`src/rtl/abajur_pkg.sv`:
```
// rtl/abajur_pkg.sv - shared types and helpers for the lamp-shade mode controller
package abajur_pkg;

    typedef enum logic [2:0] {
        IDLE    = 3'd0,
        MANUAL  = 3'd1,
        ALL_ON  = 3'd2,
        BLINK   = 3'd3,
        BREATHE = 3'd4
    } mode_e;

    localparam logic [3:0] DISP_NONE = 4'hA;
    localparam int         SW_MAX    = 15;

    // Index of the highest set bit; DISP_NONE when no bit is set.
    function automatic logic [3:0] hi_index(input logic [SW_MAX-1:0] s);
        logic [3:0] idx;
        idx = DISP_NONE;
        for (int i = 0; i < SW_MAX; i++) begin
            if (s[i]) idx = 4'(i);
        end
        return idx;
    endfunction

endpackage

```
`src/rtl/abajur_mode_ctrl_sw_debounce.sv`:
```
// rtl/abajur_mode_ctrl_sw_debounce.sv - per-bit 2-flop synchroniser and stability counter
module sw_debounce #(
    parameter int WIDTH      = 10,
    parameter int DEB_CYCLES = 500000
) (
    input  logic             clk,
    input  logic             rst_n,
    input  logic [WIDTH-1:0] sw_i,
    output logic [WIDTH-1:0] sw_db_o
);

    localparam int CW = $clog2(DEB_CYCLES);

    logic [WIDTH-1:0] sync1_q, sync2_q;
    logic [WIDTH-1:0] db_q, db_d;
    logic [CW-1:0]    cnt_q [WIDTH];
    logic [CW-1:0]    cnt_d [WIDTH];

    // A single bit that changes while differing from db_q becomes equal to it,
    // so the equality test alone also covers the "synced value changed" restart.
    always_comb begin
        db_d = db_q;
        for (int i = 0; i < WIDTH; i++) begin
            cnt_d[i] = '0;
            if (sync2_q[i] != db_q[i]) begin
                if (cnt_q[i] == CW'(DEB_CYCLES - 1)) begin
                    db_d[i] = sync2_q[i];
                end else begin
                    cnt_d[i] = cnt_q[i] + 1'b1;
                end
            end
        end
    end

    always_ff @(posedge clk) begin
        if (!rst_n) begin
            sync1_q <= '0;
            sync2_q <= '0;
            db_q    <= '0;
            for (int i = 0; i < WIDTH; i++) cnt_q[i] <= '0;
        end else begin
            sync1_q <= sw_i;
            sync2_q <= sync1_q;
            db_q    <= db_d;
            for (int i = 0; i < WIDTH; i++) cnt_q[i] <= cnt_d[i];
        end
    end

    assign sw_db_o = db_q;

endmodule

```
`src/rtl/abajur_mode_ctrl.sv`:
```
// rtl/abajur_mode_ctrl.sv - lamp-shade controller: debounce, mode priority, motor gating, LED effects
module abajur_mode_ctrl
    import abajur_pkg::*;
#(
    parameter int  N_MOTOR     = 3,
    parameter int  N_LED       = 4,
    parameter int  DEB_CYCLES  = 500000,
    parameter int  BLINK_HALF  = 12500000,
    parameter int  PWM_BITS    = 8,
    parameter int  STEP_CYCLES = 50000,
    localparam int N_SW        = N_MOTOR + N_LED + 3
) (
    input  logic               clk,
    input  logic               rst_n,
    input  logic [N_SW-1:0]    sw,
    input  logic [N_MOTOR-1:0] motor_pwm_i,
    output logic [N_MOTOR-1:0] motor_pwm_o,
    output logic [N_LED-1:0]   led_o,
    output logic [3:0]         disp_code
);

    localparam int PH_W   = PWM_BITS + 1;
    localparam int PH_OFF = (2 ** PH_W) / N_LED;
    localparam int BL_W   = $clog2(BLINK_HALF);
    localparam int ST_W   = $clog2(STEP_CYCLES + 1);

    logic [N_SW-1:0]     sw_db;
    mode_e               mode_q, mode_d;
    logic [N_MOTOR-1:0]  en_q, en_d, motor_q, motor_d;
    logic [N_LED-1:0]    man_q, man_d, led_q, led_d, breathe_led;
    logic [3:0]          disp_q, disp_d;
    logic [BL_W-1:0]     blink_cnt_q, blink_cnt_d;
    logic                blink_ph_q, blink_ph_d;
    logic [PWM_BITS-1:0] pwm_cnt_q, pwm_cnt_d, duty;
    logic [PH_W-1:0]     ph_q, ph_d, ph_j;
    logic [ST_W-1:0]     step_q, step_d;

    sw_debounce #(
        .WIDTH      (N_SW),
        .DEB_CYCLES (DEB_CYCLES)
    ) u_debounce (
        .clk     (clk),
        .rst_n   (rst_n),
        .sw_i    (sw),
        .sw_db_o (sw_db)
    );

    // Channels are phase-staggered evenly around the triangle period.
    always_comb begin
        breathe_led = '0;
        ph_j        = '0;
        duty        = '0;
        for (int j = 0; j < N_LED; j++) begin
            ph_j           = ph_q + PH_W'(j * PH_OFF);
            duty           = ph_j[PWM_BITS] ? ~ph_j[PWM_BITS-1:0] : ph_j[PWM_BITS-1:0];
            breathe_led[j] = (pwm_cnt_q < duty);
        end
    end

    always_comb begin
        mode_d      = IDLE;
        en_d        = '0;
        man_d       = '0;
        disp_d      = hi_index(SW_MAX'(sw_db));
        motor_d     = motor_pwm_i & en_q;
        led_d       = '0;
        blink_cnt_d = '0;
        blink_ph_d  = 1'b0;
        pwm_cnt_d   = '0;
        ph_d        = '0;
        step_d      = '0;

        if (sw_db[0])      mode_d = BREATHE;
        else if (sw_db[1]) mode_d = BLINK;
        else if (sw_db[2]) mode_d = ALL_ON;
        else if (|sw_db)   mode_d = MANUAL;

        for (int k = 0; k < N_MOTOR; k++) en_d[k] = sw_db[N_SW-1-k];
        for (int j = 0; j < N_LED; j++)   man_d[j] = sw_db[N_SW-1-N_MOTOR-j];

        if (mode_q == BLINK) begin
            blink_ph_d = blink_ph_q;
            if (blink_cnt_q == BL_W'(BLINK_HALF - 1)) begin
                blink_ph_d = ~blink_ph_q;
            end else begin
                blink_cnt_d = blink_cnt_q + 1'b1;
            end
        end

        if (mode_q == BREATHE) begin
            pwm_cnt_d = pwm_cnt_q + 1'b1;
            ph_d      = ph_q;
            if (step_q == ST_W'(STEP_CYCLES - 1)) begin
                ph_d = ph_q + 1'b1;
            end else begin
                step_d = step_q + 1'b1;
            end
        end

        case (mode_q)
            MANUAL:  led_d = man_q;
            ALL_ON:  led_d = '1;
            BLINK:   led_d = {N_LED{blink_ph_q}};
            BREATHE: led_d = breathe_led;
            default: led_d = '0;
        endcase
    end

    always_ff @(posedge clk) begin
        if (!rst_n) begin
            mode_q      <= IDLE;
            en_q        <= '0;
            man_q       <= '0;
            disp_q      <= DISP_NONE;
            motor_q     <= '0;
            led_q       <= '0;
            blink_cnt_q <= '0;
            blink_ph_q  <= 1'b0;
            pwm_cnt_q   <= '0;
            ph_q        <= '0;
            step_q      <= '0;
        end else begin
            mode_q      <= mode_d;
            en_q        <= en_d;
            man_q       <= man_d;
            disp_q      <= disp_d;
            motor_q     <= motor_d;
            led_q       <= led_d;
            blink_cnt_q <= blink_cnt_d;
            blink_ph_q  <= blink_ph_d;
            pwm_cnt_q   <= pwm_cnt_d;
            ph_q        <= ph_d;
            step_q      <= step_d;
        end
    end

    assign motor_pwm_o = motor_q;
    assign led_o       = led_q;
    assign disp_code   = disp_q;

endmodule

```
`config.mk`:
```
export PLATFORM = sky130hd
export DESIGN_NAME = abajur_mode_ctrl
export DESIGN_NICKNAME = d
export VERILOG_FILES = /design/src/rtl/abajur_pkg.sv /design/src/rtl/abajur_mode_ctrl_sw_debounce.sv /design/src/rtl/abajur_mode_ctrl.sv
export SDC_FILE = /design/constraint.sdc
export NUM_CORES = 1
export LEC_CHECK = 0
export ABC_AREA = 1
export CORE_UTILIZATION = 30
export DETAILED_ROUTE_END_ITERATION = 6
export PLACE_DENSITY = 0.5
export SYNTH_ARGS = -nofsm -noshare
export SYNTH_HDL_FRONTEND = slang
export SYNTH_SLANG_ARGS = --single-unit
```
`constraint.sdc`:
```
create_clock -name clk -period 3.1 [get_ports clk]
set_input_delay 0.62 -clock clk [delete_from_list [all_inputs] [get_ports clk]]
set_output_delay 0.62 -clock clk [all_outputs]
set_load 0.03 [all_outputs]
```
Figure 1. Sizing map (run 1).
Drawn at 2 px/um.
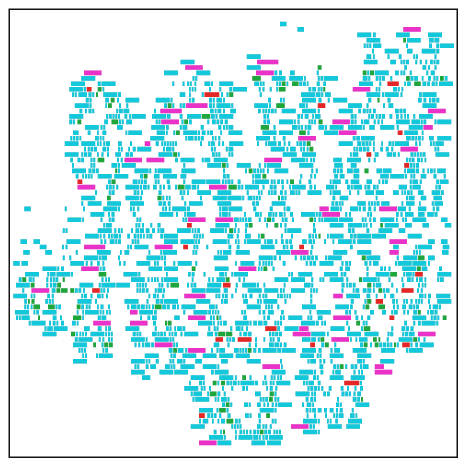
[red] x3 and x4 | cells: 24 | share: 1.1% | most used: nor2_4
[magenta] x6 and larger | cells: 52 | share: 2.5% | most used: clkbuf_16
[cyan] x1 and smaller | cells: 1917 | share: 91% | most used: nand2_1
[green] x2 | cells: 120 | share: 5.7% | most used: nor2_2
Layout area overhead: 15.23%
nonclk buf count: 31
post-route cell area: 0.01692 mm2
post-route setup slack: 0.8962 ns

Figure 2. Logic cells by family (run 1).
Drawn at 2 px/um.
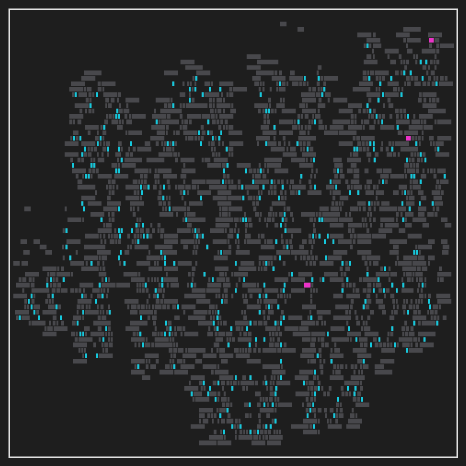
[magenta] non-inverting ao/oa cells | cells: 3
[cyan] inv cells | cells: 331 | where: widely spread

==> results.py, run 1 <==
# Metrics from the implementation run
metrics = {
    "logic_synthesis": {
        "ys_top_logic_family": "simple AND/OR/NAND/NOR gates",
        "synthArstFlopShare_pct": 0,
        "ys_seq_share_pct": 40.77,
        "ys_sh_simple_pct": 35.76,
        "netlist_top_cells_count": "nand2_1, inv_1, dfxtp_1, nor2_1, a21oi_1",
        "syn_area_per_cell_um2": 7.193,
        "ys_ff": 299,
        "topCellsByArea": "dfxtp_1, nand2_1, inv_1",
        "adder_share_pct": 3.579,
        "synth_cell_types": 45,
    },
    "floorplanning": {
        "die_w_um": 223.2,
    },
    "pwr": {
        "intPower_mw": 6.760,
        "switching_share_pct": 20.81,
        "p_per_area_mw_per_mm2": 504.6,
    },
    "worst_setup_path": {
        "arrival_ns": 1.58,
    },
    "sta": {
        "slew_headroom_pct": 54.37,
    },
    "hold_path": {
        "worstHoldStart": "u_debounce.sync1_q[5]",
        "holdPathEnd": "u_debounce.sync2_q[5]",
        "hold_path.class": "register to register",
    },
    "global_route": {
        "antenna_found_initial": 0,
        "grt_pass1_wl_um": 52750,
        "grt_max_degree": 23,
    },
    "clocking": {
        "clkLatencyLatePin_ns": 0.54,
        "cts.repair.resized": 0,
        "clk_pin_slew_worst_paths_ns": 0.06,
        "htreeDepth": 2,
    },
    "place": {
        "dp_hpwl_um": 22280,
        "pre_cts_slack_ns": 0.8431,
    },
    "outcome": {
        "run_status": "finished clean",
    },
    "drt": {
        "dr_wl_met2_um": 13050,
    },
}
Figure 3. Routing congestion map (run 1).
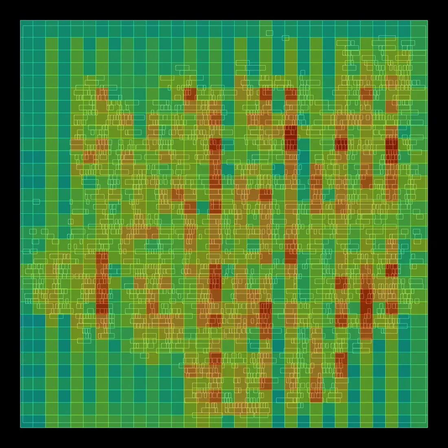
post-layout util: 35.21%
met3 track demand over resource: 2.542%
GRT met2 Usage: 19.97%
total track usage: 12.49%

## run 1: registers in the layout, summed over array words and instances, names as in the netlist
name,cells
u_debounce.cnt_q,190
blink_cnt_q,24
step_q,16
u_debounce.sw_db_o,10
u_debounce.sync1_q,10
u_debounce.sync2_q,10
ph_q,9
pwm_cnt_q,8
disp_code,4
led_o,4
man_q,4
en_q,3
mode_q,3
motor_pwm_o,3
blink_ph_q,1
## run 1: area by class of cell
cell class / count / area share (%)
inverter: 331 / 7.344
sequential: 299 / 35.38
multi-input combinational: 1385 / 43.26
clock inverter: 17 / 1.383
tap: 615 / 4.548
timing repair buffer: 31 / 1.716
clock buffer: 50 / 6.368
Figure 4. Signal wires on met3 (run 1).
Drawn at 1 px/um.
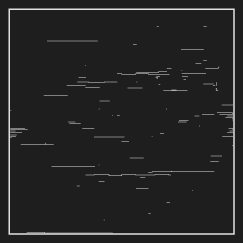

==> run 1 -> run 2 <==
==> constraint.sdc (replaced) <==
create_clock -name clk -period 2.2 [get_ports clk]
set_input_delay 0.44 -clock clk [delete_from_list [all_inputs] [get_ports clk]]
set_output_delay 0.44 -clock clk [all_outputs]
set_load 0.03 [all_outputs]
Figure 5. Signal wires on met3 (run 2).
Drawn at 1 px/um.
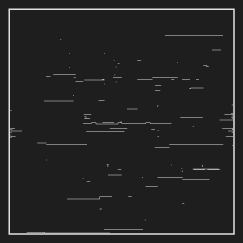
main direction: horizontal
share of all routed wire: 3.2%

Figure 6. Signal wires on met2 (run 2).
Drawn at 1 px/um.
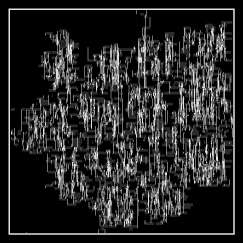
wire length on this layer: 13300 um
main direction: vertical
nets with wire on the layer: 1652
longest straight run: 60.2 um
GRT met2 Usage: 20.47%
DR vias: 12310
final wirelength: 30580 um

==> run 2 against run 1 <==
- clock skew is 0.0025 ns higher
- synthesized area stayed put
- flip-flop count stayed put
- sequential power is 41% higher
- total power is 40% higher
- hold slack worse by 0.17 ns
- synthesized cell count stayed put
- die area stayed put
==> results.py, run 2 <==
# Metrics from the implementation run
metrics = {
    "layout": {
        "area_delta_synth_final_pct": 15.60,
        "top_regs": "u_debounce.cnt_q: 190 flops, blink_cnt_q: 24 flops, step_q: 16 flops",
        "largest_reg_flops": 190,
        "buf_share_pct": 2.226,
        "inv_count": 331,
        "stdcell_area_mm2": 0.01697,
        "logic_gate_count": 1385,
        "regMostFlops": "u_debounce.cnt_q",
        "seq_area_share_pct": 35.27,
        "n_clock_buffer": 55,
        "buffers": 41,
        "flops": 299,
        "area_dominant_class": "multi-input combinational cells",
    },
    "clocking": {
        "clkLatencyLatePin_ns": 0.54,
        "htreeDepth": 2,
        "clk_pin_slew_worst_paths_ns": 0.05,
        "cts.repair.resized": 0,
    },
    "logic_synthesis": {
        "adder_share_pct": 3.579,
        "ys_sh_simple_pct": 35.76,
        "synthArstFlopShare_pct": 0,
        "topCellsByArea": "dfxtp_1, nand2_1, inv_1",
        "synth_cell_types": 45,
        "ys_top_logic_family": "simple AND/OR/NAND/NOR gates",
    },
    "hold_path": {
        "holdPathEnd": "mode_q[2]",
        "worstHoldStart": "rst_n",
    },
    "place": {
        "pre_cts_slack_ns": 0.1439,
        "dp_hpwl_um": 22600,
    },
    "pwr": {
        "switching_share_pct": 20.69,
        "p_per_area_mw_per_mm2": 701.9,
        "intPower_mw": 9.447,
    },
    "global_route": {
        "antenna_found_initial": 0,
    },
    "sta": {
        "fin_ws_ns": 0.1758,
    },
    "floorplanning": {
        "n_tap_cell": 615,
    },
    "outcome": {
        "run_status": "finished clean",
    },
}
Figure 7. Routing congestion map (run 2).
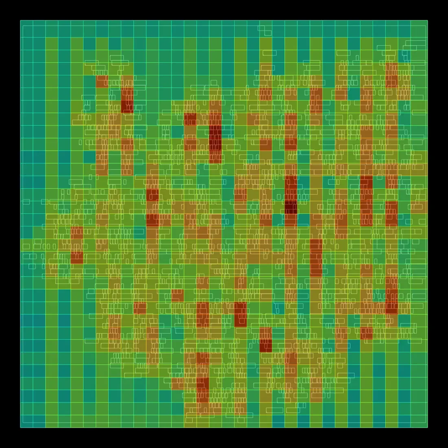
post-layout util: 35.32%
total track usage: 12.68%
met3 track demand over resource: 2.160%
routed len/inst: 11.17 um
met1 Track Usage GR: 16.66%

run 2: cell counts after synthesis:
Identical to the previous run, type by type.
run 2: how the worst max path moves through the flow:
stage                             from      endpoint  depth (start not counted)
after detailed placement       ph_q[8]      led_o[1]                         11
final                     disp_code[1]  disp_code[1]                          1
after global placement         ph_q[8]      led_o[1]                         11
after floorplan                ph_q[8]      led_o[1]                         11
after CTS                      ph_q[8]      led_o[1]                         11
after global routing           ph_q[8]      led_o[1]                         11
run 2: cell families after synthesis:
family	Yosys count
adders and majority gates	42
DFF	299
and+or+nand+nor	1100
AOI/OAI and AO/OA	166
xor gates and xnor gates	77
buffers and inverters	357
run 2: metal layers:
layer	track usage, %	wire length [um]	vias to the layer above
li1	-	-	6627
met1	16.66	15430	5490
met2	20.47	13270	134
met3	2.160	989	59
met4	5.273	886	0
met5	0	0	-
Figure 8. Sizing map (run 2).
Drawn at 2 px/um.
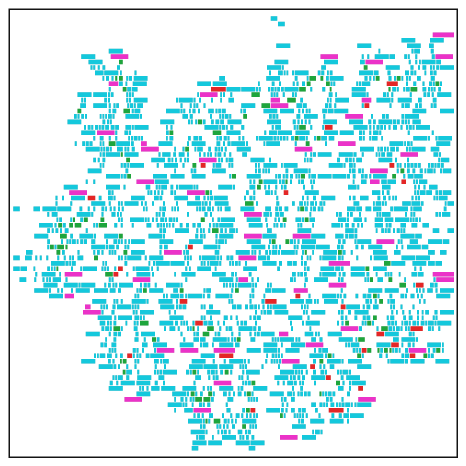

==> run 2 -> run 3 <==
--- a/config.mk
+++ b/config.mk
@@ -8,7 +8,8 @@
 export ABC_AREA = 1
 export CORE_UTILIZATION = 30
 export DETAILED_ROUTE_END_ITERATION = 6
-export PLACE_DENSITY = 0.5
+export MAX_ROUTING_LAYER = met4
+export PLACE_DENSITY = 0.46
 export SYNTH_ARGS = -nofsm -noshare
 export SYNTH_HDL_FRONTEND = slang
 export SYNTH_SLANG_ARGS = --single-unit
Figure 9. Sizing map (run 3).
Drawn at 2 px/um.
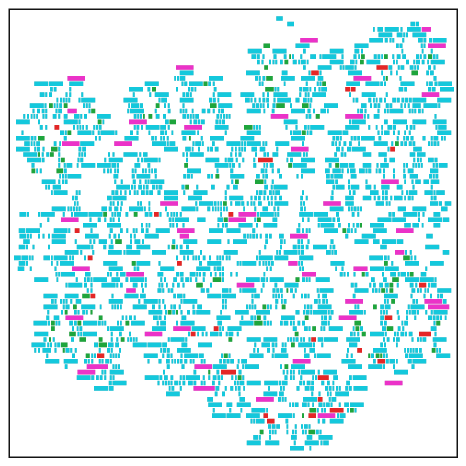
post-route cell area: 0.01686 mm2
post-route setup slack: 0.1676 ns
nonclk buf count: 43
Layout area overhead: 14.87%

Figure 10. Logic cells by family (run 3).
Drawn at 2 px/um.
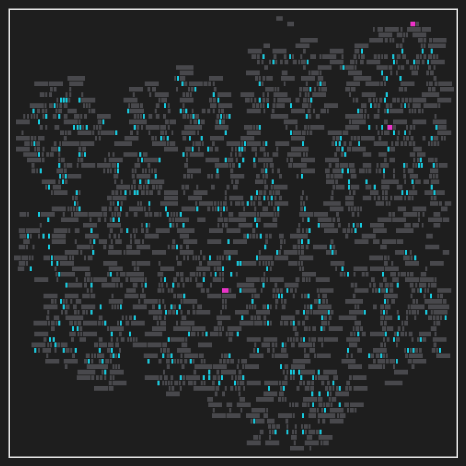
fin cells: 2730
Commonest Layout Cell: nand2_1
combinational share of cell area: 43.41%

==> run 3 against run 2 <==
- die area is the same
- sequential power is essentially flat
- hold slack lost 0.0094 ns
- cell area shrank 0.63%
- flip-flop count is the same
==> results.py, run 3 <==
# Metrics from the implementation run
metrics = {
    "drt": {
        "dr_total_vias": 12190,
        "wl_um": 30840,
        "top_layer": "met4",
        "wl_met3_um": 1001,
    },
    "logic_synthesis": {
        "ys_ff": 299,
        "topCellsByArea": "dfxtp_1, nand2_1, inv_1",
        "synthArstFlopShare_pct": 0,
        "ys_seq_share_pct": 40.77,
    },
    "outcome": {
        "run_status": "finished clean",
    },
    "clocking": {
        "cts.repair.resized": 0,
        "htreeDepth": 2,
    },
    "sta": {
        "slew_headroom_pct": 68.21,
    },
    "worst_setup_path": {
        "arrival_ns": 1.59,
    },
    "hold_path": {
        "hold_path.class": "input port to register",
    },
    "global_route": {
        "grt_max_degree": 27,
        "met2_usage_pct": 20.22,
        "antenna_found_initial": 0,
    },
    "layout": {
        "area_dominant_class": "multi-input combinational cells",
        "logic_gate_count": 1385,
    },
    "place": {
        "pre_cts_slack_ns": 0.1863,
    },
}
Figure 11. Routing congestion map (run 3).
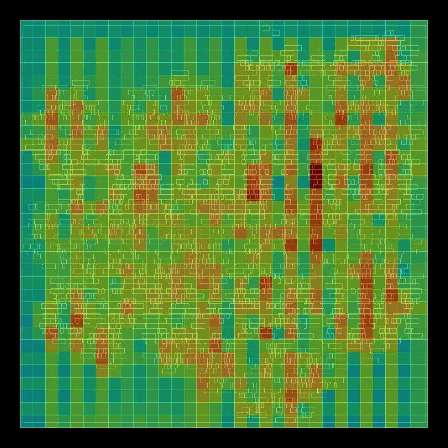
post-layout util: 35.10%
met3 track demand over resource: 2.331%
routed len/inst: 11.30 um
met1 Track Usage GR: 17.40%
total track usage: 13.23%

run 3: cell counts after synthesis:
Identical to the previous run, type by type.
run 3: worst reg2reg max path, stage by stage, from the launching register on:
cell and delay (ns):
dfxtp_1 0.32, inv_1 0.15, nand2_1 0.12, nand2_2 0.21, xor2_1 0.23, inv_1 0.07
ha_1 0.29, a21oi_1 0.14, o21ai_0 0.08, nor2_1 0.09, nand2_1 0.06, a21oi_1 0.11
run 3: worst paths after layout:
check | startpoint | end | slack (ns) | cells past startpoint
setup / recovery | led_o[0] | led_o[0] | 0.17 | 1
hold / removal | rst_n | en_q[1] | 0.23 | 3
setup reg to reg | ph_q[8] | led_o[1] | 0.28 | 11
hold reg to reg | u_debounce.sync1_q[4] | u_debounce.sync2_q[4] | 0.42 | 2
Power is estimated from default activity; no workload was simulated.
